===== src/rtl/pl_branch_predictor_bht.sv =====
// Bimodal (or gshare when PL_BP_GSHARE_EN is defined) branch predictor: saturating-counter BHT
// plus direct-mapped BTB, combinational IF lookup, MEM-stage update, resolution statistics.
module pl_branch_predictor_bht #(
    parameter int BHT_IDX_W = 6,
    parameter int CTR_W     = 2,
    parameter int BTB_IDX_W = 4,
    parameter int GHR_W     = 6
) (
    input  logic                 clk,
    input  logic                 reset,
    input  logic                 enable,
    input  logic [31:0]          fetch_pc,
    input  logic                 fetch_is_branch,
    output logic                 pred_taken,
    output logic                 pred_hit,
    output logic [31:0]          pred_target,
    output logic [BHT_IDX_W-1:0] pred_idx,
    input  logic                 upd_valid,
    input  logic [31:0]          upd_pc,
    input  logic [BHT_IDX_W-1:0] upd_idx,
    input  logic                 upd_taken,
    input  logic [31:0]          upd_target,
    input  logic                 upd_mispredict,
    output logic [31:0]          stat_branches,
    output logic [31:0]          stat_mispred
);
    localparam int BHT_N = 1 << BHT_IDX_W;
    localparam int BTB_N = 1 << BTB_IDX_W;
    localparam int TAG_W = 30 - BTB_IDX_W;
    localparam logic [CTR_W-1:0] CTR_INIT = {1'b0, {(CTR_W-1){1'b1}}};
    localparam logic [CTR_W-1:0] CTR_MAX  = '1;

    logic [CTR_W-1:0]  ctr_reg        [BHT_N];
    logic [CTR_W-1:0]  ctr_next       [BHT_N];
    logic              btb_valid_reg  [BTB_N];
    logic [TAG_W-1:0]  btb_tag_reg    [BTB_N];
    logic [31:0]       btb_target_reg [BTB_N];
    logic [31:0]       stat_branches_reg;
    logic [31:0]       stat_mispred_reg;

    logic                 upd_en;
    logic [BHT_IDX_W-1:0] fetch_bht_idx;
    logic [BTB_IDX_W-1:0] fetch_btb_idx;
    logic [TAG_W-1:0]     fetch_tag;
    logic [BTB_IDX_W-1:0] upd_btb_idx;
    logic [TAG_W-1:0]     upd_tag;
    logic                 unused_upd_pc_lsbs;

    assign upd_en             = upd_valid & enable;
    assign fetch_bht_idx      = fetch_pc[BHT_IDX_W+1:2];
    assign fetch_btb_idx      = fetch_pc[BTB_IDX_W+1:2];
    assign fetch_tag          = fetch_pc[31:BTB_IDX_W+2];
    assign upd_btb_idx        = upd_pc[BTB_IDX_W+1:2];
    assign upd_tag            = upd_pc[31:BTB_IDX_W+2];
    assign unused_upd_pc_lsbs = ^upd_pc[1:0];

`ifdef PL_BP_GSHARE_EN
    // History is shifted only at resolution, so the lookup this cycle uses the old GHR.
    logic [GHR_W-1:0] ghr_reg;

    always_ff @(posedge clk or posedge reset) begin
        if (reset) begin
            ghr_reg <= '0;
        end else if (upd_en) begin
            ghr_reg <= {ghr_reg[GHR_W-2:0], upd_taken};
        end
    end

    assign pred_idx = fetch_bht_idx ^ BHT_IDX_W'(ghr_reg);
`else
    assign pred_idx = fetch_bht_idx;
`endif

    assign pred_hit    = btb_valid_reg[fetch_btb_idx] && (btb_tag_reg[fetch_btb_idx] == fetch_tag);
    assign pred_taken  = fetch_is_branch & ctr_reg[pred_idx][CTR_W-1] & pred_hit;
    assign pred_target = pred_taken ? btb_target_reg[fetch_btb_idx] : fetch_pc + 32'd4;

    // Saturating next value per counter; only the entry selected by upd_idx moves.
    genvar gi;
    generate
        for (gi = 0; gi < BHT_N; gi++) begin : g_ctr
            logic sel;
            assign sel = upd_en && (upd_idx == BHT_IDX_W'(gi));
            assign ctr_next[gi] =
                (sel &&  upd_taken && ctr_reg[gi] != CTR_MAX) ? ctr_reg[gi] + 1'b1 :
                (sel && !upd_taken && ctr_reg[gi] != '0)      ? ctr_reg[gi] - 1'b1 :
                                                                ctr_reg[gi];
        end
    endgenerate

    always_ff @(posedge clk or posedge reset) begin
        if (reset) begin
            for (int i = 0; i < BHT_N; i++) begin
                ctr_reg[i] <= CTR_INIT;
            end
        end else begin
            for (int i = 0; i < BHT_N; i++) begin
                ctr_reg[i] <= ctr_next[i];
            end
        end
    end

    always_ff @(posedge clk or posedge reset) begin
        if (reset) begin
            for (int i = 0; i < BTB_N; i++) begin
                btb_valid_reg[i]  <= 1'b0;
                btb_tag_reg[i]    <= '0;
                btb_target_reg[i] <= '0;
            end
        end else if (upd_en && upd_taken) begin
            btb_valid_reg[upd_btb_idx]  <= 1'b1;
            btb_tag_reg[upd_btb_idx]    <= upd_tag;
            btb_target_reg[upd_btb_idx] <= upd_target;
        end
    end

    always_ff @(posedge clk or posedge reset) begin
        if (reset) begin
            stat_branches_reg <= '0;
            stat_mispred_reg  <= '0;
        end else if (upd_en) begin
            stat_branches_reg <= stat_branches_reg + 32'd1;
            stat_mispred_reg  <= stat_mispred_reg + {31'd0, upd_mispredict};
        end
    end

    assign stat_branches = stat_branches_reg;
    assign stat_mispred  = stat_mispred_reg;

endmodule

===== config.mk =====
export PLATFORM = sky130hd
export DESIGN_NAME = pl_branch_predictor_bht
export DESIGN_NICKNAME = d
export VERILOG_FILES = /design/src/rtl/pl_branch_predictor_bht.sv
export SDC_FILE = /design/constraint.sdc
export NUM_CORES = 2
export LEC_CHECK = 0
export CORE_ASPECT_RATIO = 1.1
export CORE_MARGIN = 2
export CORE_UTILIZATION = 61
export CTS_CLUSTER_SIZE = 12
export DETAILED_ROUTE_END_ITERATION = 8
export GPL_TIMING_DRIVEN = 0
export PLACE_DENSITY = 0.78
export SETUP_SLACK_MARGIN = 0.4
export SYNTH_ARGS = -nofsm -noshare
export SYNTH_HDL_FRONTEND = slang
export SYNTH_SLANG_ARGS = --single-unit
export TNS_END_PERCENT = 1

===== constraint.sdc =====
create_clock -name clk -period 49.2 [get_ports clk]
set_input_delay 4.92 -clock clk [delete_from_list [all_inputs] [get_ports clk]]
set_output_delay 4.92 -clock clk [all_outputs]
set_load 0.03 [all_outputs]

==> images/clk_routes.png <==
Drawn at 1 px/um.
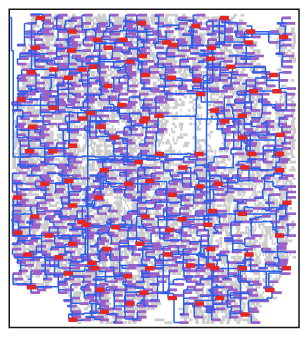
- clock wires: blue (length 13700 um)
- clock drivers: red (count 114)
- flip-flops: purple (count 1136)
- routed clock nets: 115

==> images/placement.png <==
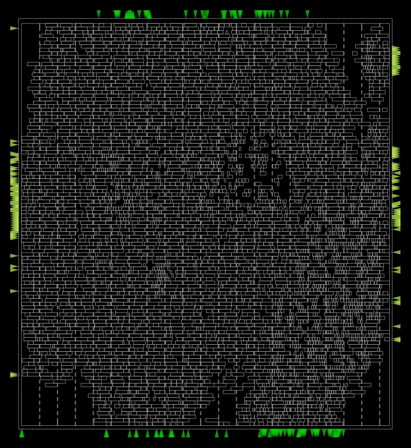
number of tapcells: 1160
non-filler cells in the finished layout: 5533
filler cell count: 5989
CORE AREA: 0.0880 mm2
Layout Utilization: 69.7%

==> run summary <==
Implementation results.

The global-route wire length before repair is 237000 um. The flow ran to the end, and the final reports show no timing, DRC or antenna violations. 2512 cells are multi-input combinational gates. The capturing element of the worst setup path is pred_target[22]. The detail route stage leaves a number of antenna-violating nets equal to 0. IR analysis of the VDD net gives a maximum drop of around 0.000038 V.

The timing-limited maximum frequency is between 60 and 70 MHz. By instance count after routing, the leading logic cell types are 1072 x sky130_fd_sc_hd__dfrtp_1, 956 x sky130_fd_sc_hd__mux2_2, 245 x sky130_fd_sc_hd__mux4_2. The routed via count divided by cell count is 6.57.

The count of clock buffers in the final design is 179. The total CTS buffers is about 110. The type of origin of the critical path is an input pin. Global routing consumed, over all layers together, between 30% and 40% of the routing resources.

The via count of the first global-routing pass is 36900. The finished design was reported to have a net count of 4398. Setup repair after global routing left no endpoint under its margin. Per the log, the first TritonRoute iteration ended with a DRC count of ~3500. The layout overhead on the synthesized area is 13.2%. The number of design rule violations left after detail routing is 0. The total of warnings raised by yosys is 0. The master of the slowest instance on the critical path is sky130_fd_sc_hd__clkdlybuf4s50_1. The cell depth of the worst flop-to-flop path is 8.

Before placement the cells fill approximately three fifths of the core. The count of buffers inserted at the top-level ports is 195. The OpenROAD report gives the critical path a required time of 44.28 ns. The die area is 0.0913 mm2. The number of maximum-capacitance violations recorded for the run is 0. The met1 usage in global routing is 45.5%. Each instance of the synthesized netlist takes up on average 13.7 um2. For this block, wires on met1 add up to 61200 um.

The synthesized design contains 1136 register bits. For the worst reg-to-reg path, the startpoint reported by OpenROAD is stat_mispred[0]. The count of cells along the worst hold path is 1.

The report lists the number of standard-cell rows as 114. The relative max-transition margin is 5.47%. The pin closest to its max-slew limit shows a slew of approximately 1.4 ns. The largest clock skew in the final design is 0.0219 ns.

The die outline height is 317 um. In this run, post-CTS hold repair placed 0 buffers. Per STA, the startpoint of the critical path is fetch_pc[5].

The distinct cell type count after synthesis is 74. The fraction of area in clock buffers and inverters is 5.66%. Leaving out the clock tree, the finished layout contains an inverter count of 20.

Entering global routing, the biggest net connects 130 pins. The number of placed I/O pins is 213. Yosys mapped a number of flops with a built-in enable equal to 0.

The sequential cell count is 1136. STA classifies the critical path endpoint as a primary output. The end of the worst register-to-register path is stat_mispred[29]. The flip-flop count of the largest register, all copies and words added is 512. By area, the class that comes first in the final layout consists of sequential cells.

The count of H-tree levels built during CTS is 3. The final antenna diode tally reported by the flow is 9. The critical path buffer and inverter count is 7.

The net count of the mapped netlist is 4078. The placer's final routability congestion estimate is around 0.99. The proportion of layout cells with a drive suffix above 1 is 35.1%. Wire segments on met3 add up to 13900 um in the final route.

After legalization and detailed placement, the total HPWL measured 111000 um. From left edge to right edge, the die measures between 200 and 300 um. The fraction of area in multi-input gates is 39.6%. In this run the worst hold path is classified as flop to flop. The yosys-reported design area after synthesis is between 0.05 and 0.06 mm2.

The hold path endpoint is stat_mispred[31]. The global routing stage identified its most utilized layer as met2. The OpenROAD report gives the critical path a data arrival time of 11.52 ns. The critical path is of the input pin to primary output type.

In the synthesized netlist the dominant register cell turns out to be sky130_fd_sc_hd__dfrtp_1. The timing report gives the biggest stage delay along the critical path as 0.89 ns. In the final timing run, aggregate negative setup slack is 0 ns. Summed over all cells, the static leakage comes to 27.3 nW.

The routed wire length is approximately 160000 um. The share of the Yosys chip area taken by registers is a little over half. Overall power consumption after layout is estimated at 2.27 mW.

Traced cell by cell, the critical path runs through clkdlybuf4s50_1 > clkbuf_1 > buf_2 > clkbuf_1 > clkbuf_1 > o21ai_0 > o21ai_0 > nand2_1 > nor4b_2 > nand4_2 > buf_6 > mux2i_1 > clkdlybuf4s50_1. Buffers added to address setup during post-CTS repair amount to 0. The number of max-slew violations in the final report is 0. The maximum buffer depth of the clock tree is 3.

The number of gates on the worst path with buffers counted is 13. The flip-flop and latch area is 0.0285 mm2. The clock root buffer is sky130_fd_sc_hd__clkbuf_16. The global-route met2 utilization is 57.0%. The final route contains ~36000 vias.

The first detailed-routing pass ran for 7 iterations. The proportion of final cell area spent on non-clock buffers is 5.78%. Counting every sink on the clock net gives between 1000 and 1500. The slack of the critical path is 32.76 ns.

Timing analysis after detailed placement gives a worst setup slack of 33.33 ns. The clock-pin slew of the registers on the worst-case setup and hold paths is 0.06 ns.
==> images/placement_by_type.png <==
Drawn at 1 px/um.
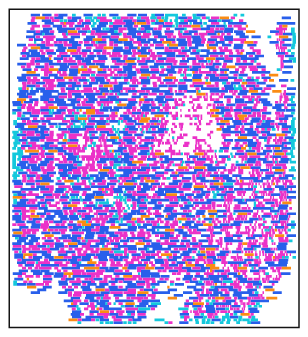
- combinational and other logic: magenta (cells 2532)
- clock drivers and dummy loads: orange (cells 195)
- sequential cells: blue (cells 1136)
- remaining buffers and delay cells: cyan (cells 501)
Post-Layout Inst Area: 0.0614 mm2
flop share of the area: 46.5%

## where the power goes
| part | switching (mW) | internal (mW) | total [mW] | leakage, nW |
|---|---|---|---|---|
| clock | 0.368 | 0.466 | 0.834 | 1.70 |
| combinational | 0.159 | 0.171 | 0.330 | 10.9 |
| sequential | 0.0594 | 1.05 | 1.11 | 14.6 |
| total | 0.586 | 1.68 | 2.27 | 27.3 |
## kinds of logic after synthesis
logic type / count (synthesis) / synth area share (%)
AOI/OAI and AO/OA: 468 / 5.13
buffers and inverters: 317 / 2.62
muxes: 1315 / 32.4
xor gates and xnor gates: 108 / 1.75
and+or+nand+nor: 617 / 5.41
adders and majority gates: 4 / 0.0923
DFF: 1136 / 52.6
## stage by stage
stage | util (%) | cell area (um2)
2_1_floorplan | - | 54200
3_3_place_gp | 65.5 | 57600
3_5_place_dp | 65.7 | 57900
4_1_cts | 69.7 | 61300
5_1_grt | 69.7 | 61300
6_report | 69.7 | 61400
## cell usage after synthesis, types with 28 or more instances
master	number	area share, %
sky130_fd_sc_hd__o21ai_0	195	1.8
sky130_fd_sc_hd__xnor2_1	70	1.1
sky130_fd_sc_hd__mux2_2	956	20
sky130_fd_sc_hd__xor2_1	38	0.61
sky130_fd_sc_hd__dfstp_2	64	3.1
sky130_fd_sc_hd__mux4_2	245	10
sky130_fd_sc_hd__buf_1	59	0.41
sky130_fd_sc_hd__a21oi_1	109	1.0
sky130_fd_sc_hd__a31oi_1	30	0.35
sky130_fd_sc_hd__nand2_1	205	1.4
sky130_fd_sc_hd__mux2i_1	86	1.6
sky130_fd_sc_hd__dfrtp_1	1072	49
sky130_fd_sc_hd__nor2_1	172	1.2
sky130_fd_sc_hd__clkbuf_1	176	1.2
sky130_fd_sc_hd__nand3_1	47	0.43
sky130_fd_sc_hd__mux2_4	28	0.78
Power is estimated from default activity; no workload was simulated.
